### config.mk
export PLATFORM = sky130hd
export DESIGN_NAME = pool_window_gen
export DESIGN_NICKNAME = d
export VERILOG_FILES = /design/src/rtl/pool_window_gen.sv
export SDC_FILE = /design/constraint.sdc
export NUM_CORES = 1
export LEC_CHECK = 0
export CELL_PAD_IN_SITES_DETAIL_PLACEMENT = 0
export CELL_PAD_IN_SITES_GLOBAL_PLACEMENT = 1
export CORE_UTILIZATION = 40
export CTS_CLUSTER_SIZE = 30
export DETAILED_ROUTE_END_ITERATION = 8
export PLACE_DENSITY = 0.71
export REMOVE_ABC_BUFFERS = 1
export SYNTH_ARGS = -nofsm -noshare
export SYNTH_HDL_FRONTEND = slang
export SYNTH_SLANG_ARGS = --single-unit
### constraint.sdc
create_clock -name clk -period 3.26 [get_ports clk]
set_input_delay 0.489 -clock clk [delete_from_list [all_inputs] [get_ports clk]]
set_output_delay 0.489 -clock clk [all_outputs]
set_load 0.005 [all_outputs]
### src/rtl/pool_window_gen.sv
// Sliding KxK window generator over a raster pixel stream; windows on the stride grid, 1-cycle latency.
// No backpressure: one pixel accepted per px_vld, gaps of any length allowed.
module pool_window_gen #(
    parameter int DATA_WIDTH = 8,
    parameter int WIN_SIZE   = 3,
    parameter int STRIDE     = 2,
    parameter int IMG_WIDTH  = 16,
    parameter int IMG_HEIGHT = 16
) (
    input  logic                                                  clk,
    input  logic                                                  reset_n,
    input  logic                                                  px_vld,
    input  logic                                                  sof,
    input  logic signed [DATA_WIDTH-1:0]                          px,
    output logic                                                  win_vld,
    output logic signed [WIN_SIZE-1:0][WIN_SIZE-1:0][DATA_WIDTH-1:0] win,
    output logic                                                  frame_done
);
    localparam int K  = WIN_SIZE;
    localparam int XW = $clog2(IMG_WIDTH);
    localparam int YW = $clog2(IMG_HEIGHT);
    localparam int PW = (STRIDE > 1) ? $clog2(STRIDE) : 1;

    typedef logic [DATA_WIDTH-1:0]        pix_t;
    typedef logic [K-1:0][DATA_WIDTH-1:0] col_t;

    logic [XW-1:0] x_q, cur_x;
    logic [YW-1:0] y_q, cur_y;
    logic [PW-1:0] xph_q, yph_q, cur_xph, cur_yph, nxt_xph, nxt_yph;
    logic          x_last, y_last, win_hit;

    pix_t lb [K-1][IMG_WIDTH];
    col_t col;
    col_t [K-1:0] sr_q, sr_nxt;
    logic [K-1:0][K-1:0][DATA_WIDTH-1:0] win_nxt;

    always_comb begin
        // sof restarts the frame at the pixel that carries it
        cur_x   = sof ? '0 : x_q;
        cur_y   = sof ? '0 : y_q;
        cur_xph = sof ? '0 : xph_q;
        cur_yph = sof ? '0 : yph_q;
        x_last  = (cur_x == XW'(IMG_WIDTH - 1));
        y_last  = (cur_y == YW'(IMG_HEIGHT - 1));

        col = '0;
        for (int r = 0; r < K - 1; r++) col[r] = lb[r][cur_x];
        col[K-1] = px;

        sr_nxt = sr_q;
        for (int c = 0; c < K - 1; c++) sr_nxt[c] = sr_q[c+1];
        sr_nxt[K-1] = col;

        win_nxt = '0;
        for (int r = 0; r < K; r++)
            for (int c = 0; c < K; c++)
                win_nxt[r][c] = sr_nxt[c][r];

        // Phase counters stay 0 up to position K-1, then count modulo STRIDE
        if (x_last || (cur_x < XW'(K - 1)) || (cur_xph == PW'(STRIDE - 1)))
            nxt_xph = '0;
        else
            nxt_xph = cur_xph + PW'(1);
        if (y_last || (cur_y < YW'(K - 1)) || (cur_yph == PW'(STRIDE - 1)))
            nxt_yph = '0;
        else
            nxt_yph = cur_yph + PW'(1);

        win_hit = px_vld && (cur_x >= XW'(K - 1)) && (cur_y >= YW'(K - 1)) &&
                  (cur_xph == '0) && (cur_yph == '0);
    end

    always_ff @(posedge clk or negedge reset_n) begin
        if (!reset_n) begin
            x_q        <= '0;
            y_q        <= '0;
            xph_q      <= '0;
            yph_q      <= '0;
            sr_q       <= '0;
            win        <= '0;
            win_vld    <= 1'b0;
            frame_done <= 1'b0;
        end else begin
            win_vld    <= win_hit;
            frame_done <= px_vld && x_last && y_last;
            if (px_vld) begin
                x_q   <= x_last ? '0 : cur_x + XW'(1);
                xph_q <= nxt_xph;
                sr_q  <= sr_nxt;
                if (x_last) begin
                    y_q   <= y_last ? '0 : cur_y + YW'(1);
                    yph_q <= nxt_yph;
                end else begin
                    y_q   <= cur_y;
                    yph_q <= cur_yph;
                end
            end
            if (win_hit) win <= win_nxt;
        end
    end

    // Line buffers move up one row per accepted pixel; not reset
    always_ff @(posedge clk) begin
        if (px_vld) begin
            for (int i = 0; i < K - 1; i++) lb[i][cur_x] <= col[i+1];
        end
    end
endmodule

Figure 1. Sequential cells colored by netlist name.
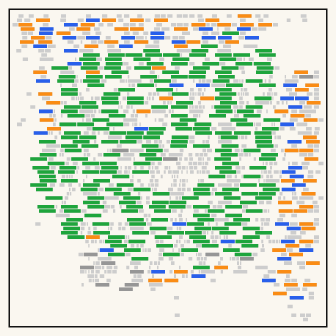
- blue: sr_nxt (placed flops 48; where spread over the die)
- green: lb (placed flops 256)
- orange: win (placed flops 72; where spread over the die)
- not colored: 12
Storage cell area: 11000 sq um
seq pwr: 5.95 mW

Figure 2. Cell area per tile.
20 x 20 tiles, from white (low) to dark blue (high), 0 to 100% covered.
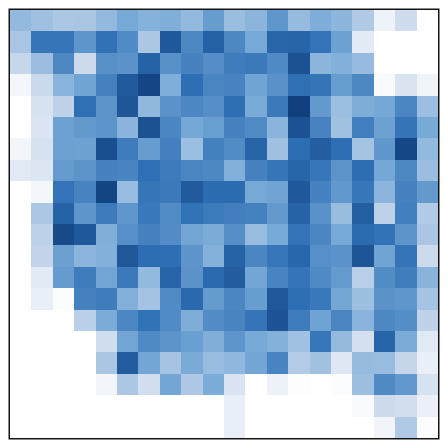
- nearly empty tiles: 16%
- tiles over 75% full: 11%
- fullest tile: 94%
- emptiest ninth of the die: bottom left
- mean over tiles: 45%

Figure 3. Signal wires on met2.
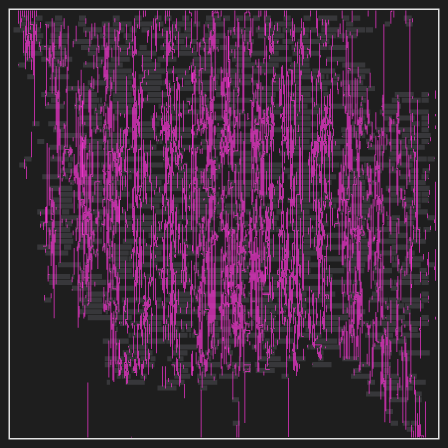
- wire length on this layer: 18500 um
- share of all routed wire: 47%

==> out/results.txt <==
Clk slew on worst S/H paths -> 0.06 ns
Synth top cell by count -> edfxtp_1
Clock share of power -> 37.0%
Netlist cell types -> 47
Post-DP Area -> 17100 sq um
Switching pwr -> 2.99 mW
Drt first pass iters -> 5
Avg WL per Cell -> 23.5 um
CTS HTree Levels -> 2
Largest net degree at the start of global routing -> 71
Mapped Area -> 15400 sq um
Max_cap viols -> 0
CTS Root Cell -> clkbuf_16
Pre-Place Util -> 40.8%
WP depth -> 4
Sum of negative setup slack -> 0 ns
DRT iter0 DRCs -> 870
Slew HR -> 40.3%
P_leak -> 7.10 nW
Routability Congestion -> 0.807
Buf/Inv on CP -> 1
Register share after synthesis -> 71.4%
RR Endpoint -> lb[0][96]$_DFFE_PP_
Worst setup path endpoint -> lb[0][96]$_DFFE_PP_
Nets -> 1139
Total core area -> 37800 sq um
CTS Buffer Depth -> 3
Layout cells sized above 1 -> 19.3%
Post-synth EDFFs -> 256
Hold endpoint -> xph_q$_DFFE_PN0P_
Crit-path cells -> inv_1 -> a221o_1 -> a22oi_1 -> nand2_1
Cell row count -> 71
Combinational power -> 1.45 mW
Top Metal Used -> met4
R2R setup slack -> 0.51 ns
DR WL met3 -> 2340 um
Mean Syn Cell Area -> 15.4 sq um
All-Layer GR Usage -> 20.3%
Initial antenna violation count -> 1
Post-Route WL -> 39200 um
Synth area leader -> edfxtp_1
Share of the synthesized area in the top cell type -> 49.9%
DIE HEIGHT -> 198 um
DP Wirelength -> 24500 um
Final Critical Period -> 2.75 ns
Top Consumer -> registers
Async set or reset register ratio after synthesis -> 34.0%
Cells after Synth -> 1001
Total grt overflow -> 0
Average vias per placed instance -> 5.54
Peak supply drop -> 0.332 mV
Critical Path Max Stage Delay -> 0.66 ns
Worst reg2reg path depth -> 4
Chip area line of the yosys report -> 15400 sq um
Top cells by count -> edfxtp_1, dfrtp_1, mux2_2
First-pass GRT wire length -> 58400 um
DRC -> 0
Part of the power in registers -> 50.6%
Crit path DRT -> 3.41 ns
P_int -> 8.75 mW
Comb pwr share -> 12.4%
Hold depth -> 3
Num CTS Buffers -> 41
Clock latency at the later pin of the worst-skew pair -> 0.53 ns
Cell area after layout -> 18400 sq um
Die Size -> 39300 sq um
Hold slack -> 0.442 ns
Status -> finished, final reports clean
Hold_sp -> px_vld
Crit path max-delay family -> AND-OR/OR-AND gates
Top cells, area -> edfxtp_1, dfrtp_1, mux2_2, mux2i_1, a22oi_1
CTS tree -> built
Final number of hold-violating endpoints -> 0
Resize count post-CTS -> 0
FF+latch count, synth -> 388
Highest clock rate -> 364 MHz
Crit path launch -> x_q[0]$_DFFE_PN0P_
I/O Buffers -> 85
Worst Path Class, Setup -> reg2reg
Power in the clock group -> 4.35 mW
## timing repair
action / CTS / global route
hold endpoints to repair: 52 / 0
hold buffers: 1 / 0
setup buffers: 0 / 0
## flip-flops by register name, indices dropped and copies added (netlist names), 4 cells and up
| signal | flops |
|---|---|
| lb | 256 |
| win | 72 |
| sr_nxt | 48 |
| x_q | 4 |
| y_q | 4 |
## placed cells by master (no fill, tap or decap), drive strengths merged, types with 32 or more instances in the layout
cell and instances:
o21ai 32, mux2i 65, a22oi 45, nor2 61
dfrtp 132, a31oi 34, a21oi 65, nor3b 32
clkdlybuf4s50 82, buf 69, clkbuf 58, mux2 88
edfxtp 256
## final cells by class
type | count | area, sq um
fill | 3211 | 19400
sequential | 388 | 11000
multi-input combinational | 532 | 4050
timing repair buffer | 152 | 1390
clock buffer | 58 | 1140
tap | 511 | 639
clock inverter | 16 | 105
inverter | 9 | 33.8
## tightest hold or removal path, cell delays in order
cell	delay, ns
buf_4	0.16
nand2b_1	0.17
o41ai_1	0.10
## cells by family after synthesis
group / synth area share [%]
and+or+nand+nor: 5.03
DFF: 71.4
muxes: 11.3
AOI/OAI and AO/OA: 9.47
buffers and inverters: 2.49
xor gates and xnor gates: 0.114
adders and majority gates: 0.244
## metal layers
| metal | vias up | GRT usage (%) |
|---|---|---|
| met5 | - | 0 |
| met4 | 0 | 5.48 |
| met3 | 62 | 3.15 |
| met2 | 299 | 32.0 |
| met1 | 4776 | 29.2 |
| li1 | 4097 | - |
## stage by stage
stage	util (%)	worst slack, ns	std cells
6_report	48.6	0.510	1666
5_1_grt	48.6	0.285	1666
4_1_cts	48.6	0.471	1666
3_5_place_dp	45.3	0.444	1591
3_3_place_gp	45.3	0.499	1591
2_1_floorplan	-	-2.96	929
Power figures rest on the tool's default switching activity, not on a simulated workload.
